<file path="config.mk">
export PLATFORM = sky130hd
export DESIGN_NAME = vga_frame_reader
export DESIGN_NICKNAME = d
export VERILOG_FILES = /design/src/rtl/vga_frame_reader_pkg.sv /design/src/rtl/vga_frame_reader_scale_addr_gen.sv /design/src/rtl/vga_frame_reader.sv
export SDC_FILE = /design/constraint.sdc
export NUM_CORES = 1
export LEC_CHECK = 0
export ABC_AREA = 1
export CAP_MARGIN = 5
export CORE_MARGIN = 5
export CORE_UTILIZATION = 27
export DETAILED_ROUTE_END_ITERATION = 8
export SLEW_MARGIN = 20
export SYNTH_ARGS = -nofsm -noshare
export SYNTH_HDL_FRONTEND = slang
export SYNTH_SLANG_ARGS = --single-unit
</file>
<file path="constraint.sdc">
create_clock -name clk -period 4.1 [get_ports clk]
set_clock_uncertainty 0.15 [all_clocks]
set_input_delay 0.41 -clock clk [delete_from_list [all_inputs] [get_ports clk]]
set_output_delay 0.41 -clock clk [all_outputs]
set_load 0.02 [all_outputs]
</file>
<file path="src/rtl/vga_frame_reader_pkg.sv">
// Shared definitions for the VGA frame reader: default camera frame size,
// scale-mode and swap-FSM encodings, and the mode-to-shift decode.
package vga_frame_reader_pkg;

  localparam int DEF_CAM_SCREEN_X = 320;
  localparam int DEF_CAM_SCREEN_Y = 240;

  typedef enum logic [1:0] {
    MODE_1X     = 2'b00,
    MODE_2X     = 2'b01,
    MODE_4X     = 2'b10,
    MODE_1X_ALT = 2'b11
  } scale_mode_e;

  typedef enum logic {
    BANK_IDLE    = 1'b0,
    BANK_PENDING = 1'b1
  } bank_state_e;

  function automatic logic [1:0] mode_shift(input logic [1:0] mode);
    case (scale_mode_e'(mode))
      MODE_2X: return 2'd1;
      MODE_4X: return 2'd2;
      default: return 2'd0;
    endcase
  endfunction

endpackage

</file>
<file path="src/rtl/vga_frame_reader_scale_addr_gen.sv">
// Nearest-neighbour scaling of the VGA position into camera-frame coordinates,
// window test and multiplier-free buffer address (row base plus column offset).
module scale_addr_gen
  import vga_frame_reader_pkg::*;
#(
  parameter int CAM_SCREEN_X = DEF_CAM_SCREEN_X,
  parameter int CAM_SCREEN_Y = DEF_CAM_SCREEN_Y,
  parameter int AW           = 17
) (
  input  logic          clk,
  input  logic          rst,
  input  logic [9:0]    posX,
  input  logic [8:0]    posY,
  input  logic [1:0]    shift,
  output logic          in_win,
  output logic [AW-1:0] addr
);

  localparam logic [9:0]    X_LIM    = 10'(CAM_SCREEN_X);
  localparam logic [8:0]    Y_LIM    = 9'(CAM_SCREEN_Y);
  localparam logic [AW-1:0] ROW_STEP = AW'(CAM_SCREEN_X);

  logic [9:0]    sx;
  logic [8:0]    sy;
  logic [8:0]    last_sy;
  logic [AW-1:0] row_base;
  logic [AW-1:0] base;

  // NOTE: every branch assigns base, so no latch is inferred.
  always_comb begin
    sx     = posX >> shift;
    sy     = posY >> shift;
    in_win = (sx < X_LIM) && (sy < Y_LIM);
    // The raster only ever stays on a row, steps to the next one, or restarts at 0.
    if (sy == '0)           base = '0;
    else if (sy == last_sy) base = row_base;
    else                    base = row_base + ROW_STEP;
    addr = base + AW'(sx);
  end

  // NOTE: sequential state uses non-blocking assignments only.
  always_ff @(posedge clk or posedge rst) begin
    if (rst) begin
      last_sy  <= '0;
      row_base <= '0;
    end else begin
      last_sy  <= sy;
      row_base <= base;
    end
  end

endmodule

</file>
<file path="src/rtl/vga_frame_reader.sv">
// Reads a double-buffered camera frame for a VGA driver: frame-start detection,
// bank-swap FSM and the 3-cycle address/pixel pipeline around a sync-read buffer.
module vga_frame_reader
  import vga_frame_reader_pkg::*;
#(
  parameter int CAM_SCREEN_X         = DEF_CAM_SCREEN_X,
  parameter int CAM_SCREEN_Y         = DEF_CAM_SCREEN_Y,
  parameter int AW                   = 17,
  parameter int DW                   = 8,
  parameter logic [DW-1:0] FILL_COLOR = DW'(8'h00)
) (
  input  logic          clk,
  input  logic          rst,
  input  logic [9:0]    posX,
  input  logic [8:0]    posY,
  input  logic [1:0]    mode,
  input  logic          swap_req,
  output logic          swap_ack,
  output logic          rd_bank,
  output logic [AW-1:0] addr_out,
  input  logic [DW-1:0] mem_data,
  output logic [DW-1:0] pixel_out
);

  bank_state_e   state, state_next;
  logic [1:0]    shift_q;
  logic          prev_zero;
  logic          frame_start;
  logic          flip;
  logic          in_win;
  logic [AW-1:0] addr_calc;
  logic          win_d1, win_d2;

  // prev_zero resets low so the first (0,0) after reset is a frame start.
  assign frame_start = (posX == '0) && (posY == '0) && !prev_zero;

  scale_addr_gen #(
    .CAM_SCREEN_X (CAM_SCREEN_X),
    .CAM_SCREEN_Y (CAM_SCREEN_Y),
    .AW           (AW)
  ) u_scale_addr_gen (
    .clk    (clk),
    .rst    (rst),
    .posX   (posX),
    .posY   (posY),
    .shift  (shift_q),
    .in_win (in_win),
    .addr   (addr_calc)
  );

  always_ff @(posedge clk or posedge rst) begin
    if (rst) begin
      prev_zero <= 1'b0;
      shift_q   <= 2'd0;
    end else begin
      prev_zero <= (posX == '0) && (posY == '0);
      if (frame_start) shift_q <= mode_shift(mode);
    end
  end

  always_ff @(posedge clk or posedge rst) begin
    if (rst) state <= BANK_IDLE;
    else     state <= state_next;
  end

  always_comb begin
    state_next = state;
    case (state)
      BANK_IDLE:    if (swap_req && !frame_start) state_next = BANK_PENDING;
      BANK_PENDING: if (frame_start)              state_next = BANK_IDLE;
      default:      state_next = BANK_IDLE;
    endcase
  end

  // A request arriving on the frame-start cycle flips immediately.
  always_comb begin
    flip = frame_start && ((state == BANK_PENDING) || swap_req);
  end

  always_ff @(posedge clk or posedge rst) begin
    if (rst) begin
      rd_bank   <= 1'b0;
      swap_ack  <= 1'b0;
      addr_out  <= '0;
      win_d1    <= 1'b0;
      win_d2    <= 1'b0;
      pixel_out <= FILL_COLOR;
    end else begin
      rd_bank  <= rd_bank ^ flip;
      swap_ack <= flip;
      // Hold the address outside the window so the buffer sees no spurious reads.
      if (in_win) addr_out <= addr_calc;
      win_d1    <= in_win;
      win_d2    <= win_d1;
      pixel_out <= win_d2 ? mem_data : FILL_COLOR;
    end
  end

endmodule

</file>
### Power grid

The bar under the picture is 50 um long. Pins as bars on the die edge.
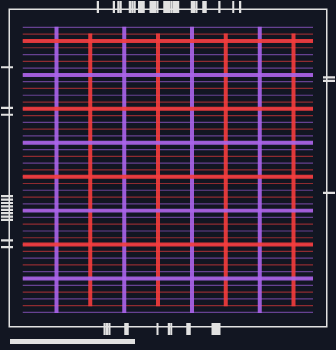
| color | net |
|---|---|
| red | VDD |
| purple | VSS |
met5 straps: 8
signal pins: 59
rows: 42
met1 rails: 43
worst vdd rail ir drop: 226.6 uV
die height: 126.6 um

### Placed cells, one color a class

Fill, decap, tap and diode cells in gray.
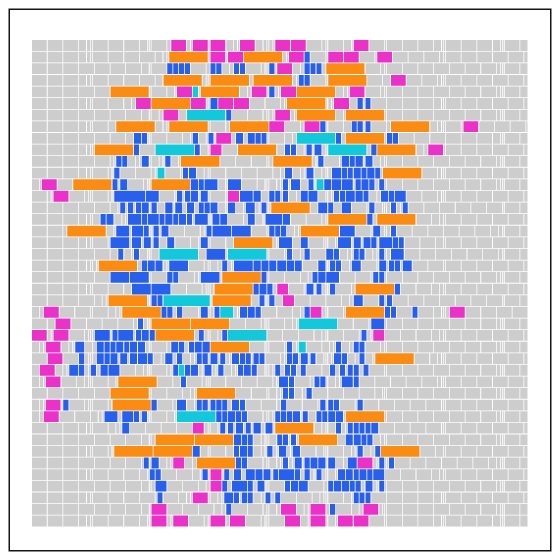
| color | class | cells | share of their area |
|---|---|---|---|
| cyan | clock drivers and dummy loads | 16 | 6.3% |
| blue | all other logic | 446 | 47% |
| orange | flip-flops | 59 | 32% |
| magenta | other buffers and delay cells | 68 | 14% |
share of the final layout cell area in sequential cells: 30.97%
post-route cell area: 4767 um2

==> flow_metrics.rpt <==
PHYSICAL IMPLEMENTATION REPORT
----------------------------------------------------
[Worst hold path]
  Worst-case hold path end point ........................ win_d2$_DFF_PP0_

[Run]
  Max-capacitance violation count ........................ 0

[Logic synthesis]
  Seq cells post-synth ........................ 59
  Dominant register cell in the synthesized netlist ........................ sky130_fd_sc_hd__dfrtp_1
  Flip-flops with a built-in enable ........................ 0
  YS chip area ........................ 3674 um2
  Synthesis Warnings ........................ 0
  Number of standard cells reported by yosys ........................ 517

[Finish]
  Signed area change from the synthesized netlist to the final layout ........................ 29.77%
  Most common cell after layout, fill and taps aside ........................ sky130_fd_sc_hd__nand2_1
  Top cells excl fill/tap ........................ 164 x sky130_fd_sc_hd__nand2_1, 68 x sky130_fd_sc_hd__inv_1, 59 x sky130_fd_sc_hd__dfrtp_1

[Floorplanning]
  Horizontal die size ........................ 126.6 um

[GRT]
  Number of antenna violations at the first check in global routing ........................ 0
  Via count of the first global-routing pass ........................ 3,409

[Status]
  Run status ........................ completed

[STA]
  Transition time at the pin with the least slew margin ........................ 0.9149 ns
  Final min period ........................ 3.715 ns

[Detailed routing]
  Vias ........................ 3,465
  Number of nets with antenna violations after detailed routing ........................ 0

[Critical path]
  Max stage delay on crit path ........................ 0.40 ns
  Top cell family by delay on the critical path ........................ simple AND/OR/NAND/NOR gates

[Power and ir drop]
  Part of the power in the clock network ........................ 28.8%

----------------------------------------------------
[kinds of logic after synthesis]
family	Yosys count	synth area share, %
compound gates	61	8.924
xor+xnor	13	3.099
fa+ha+maj	12	4.292
buf+inv	87	9.571
flops	59	40.19
mux	2	0.5450
simple gates	283	33.38
[timing repair]
item                       4_1_cts  5_1_grt
hold buffers                     0        0
setup endpoints to repair        0        1
resized                          0        1
[layout make-up]
| class | instances | area, um2 |
|---|---|---|
| Sequential cell | 59 | 1476 |
| Multi-Input combinational cell | 371 | 1846 |
| Inverter | 75 | 282.8 |
| Tap cell | 176 | 220.2 |
| Clock buffer | 11 | 232.7 |
| Timing Repair Buffer | 68 | 655.6 |
| Fill cell | 1398 | 8528 |
| Clock inverter | 5 | 53.80 |
[flip-flops by register name, summed over array words and instances (netlist names)]
signal,flops
u_scale_addr_gen.row_base,17
addr_out,17
state,1
u_scale_addr_gen.last_sy,9
swap_ack,1
pixel_out,8
shift_q,2
rd_bank,1
win_d2,1
prev_zero,1
win_d1,1
[power by group through the flow]
| stage | clock (mW) | sequential [mW] | combinational, mW |
|---|---|---|---|
| 4_1_cts | 0.746 | 0.797 | 1.01 |
| 2_1_floorplan | 0 | 0.869 | 0.610 |
| 3_3_place_gp | 0 | 0.800 | 0.998 |
| 3_5_place_dp | 0 | 0.806 | 1.00 |
| 5_1_grt | 0.767 | 0.816 | 1.13 |
| 6_report | 0.721 | 0.795 | 0.989 |
[per-layer routing]
| metal | up-vias | share of wire (%) | global-route usage [%] |
|---|---|---|---|
| li1 | 1774 | - | - |
| met4 | 0 | 1.0 | 3.596 |
| met2 | 49 | 52 | 20.70 |
| met1 | 1633 | 45 | 14.73 |
| met3 | 9 | 2.4 | 2.228 |
| met5 | - | 0 | 0 |
Power figures rest on the tool's default switching activity, not on a simulated workload.
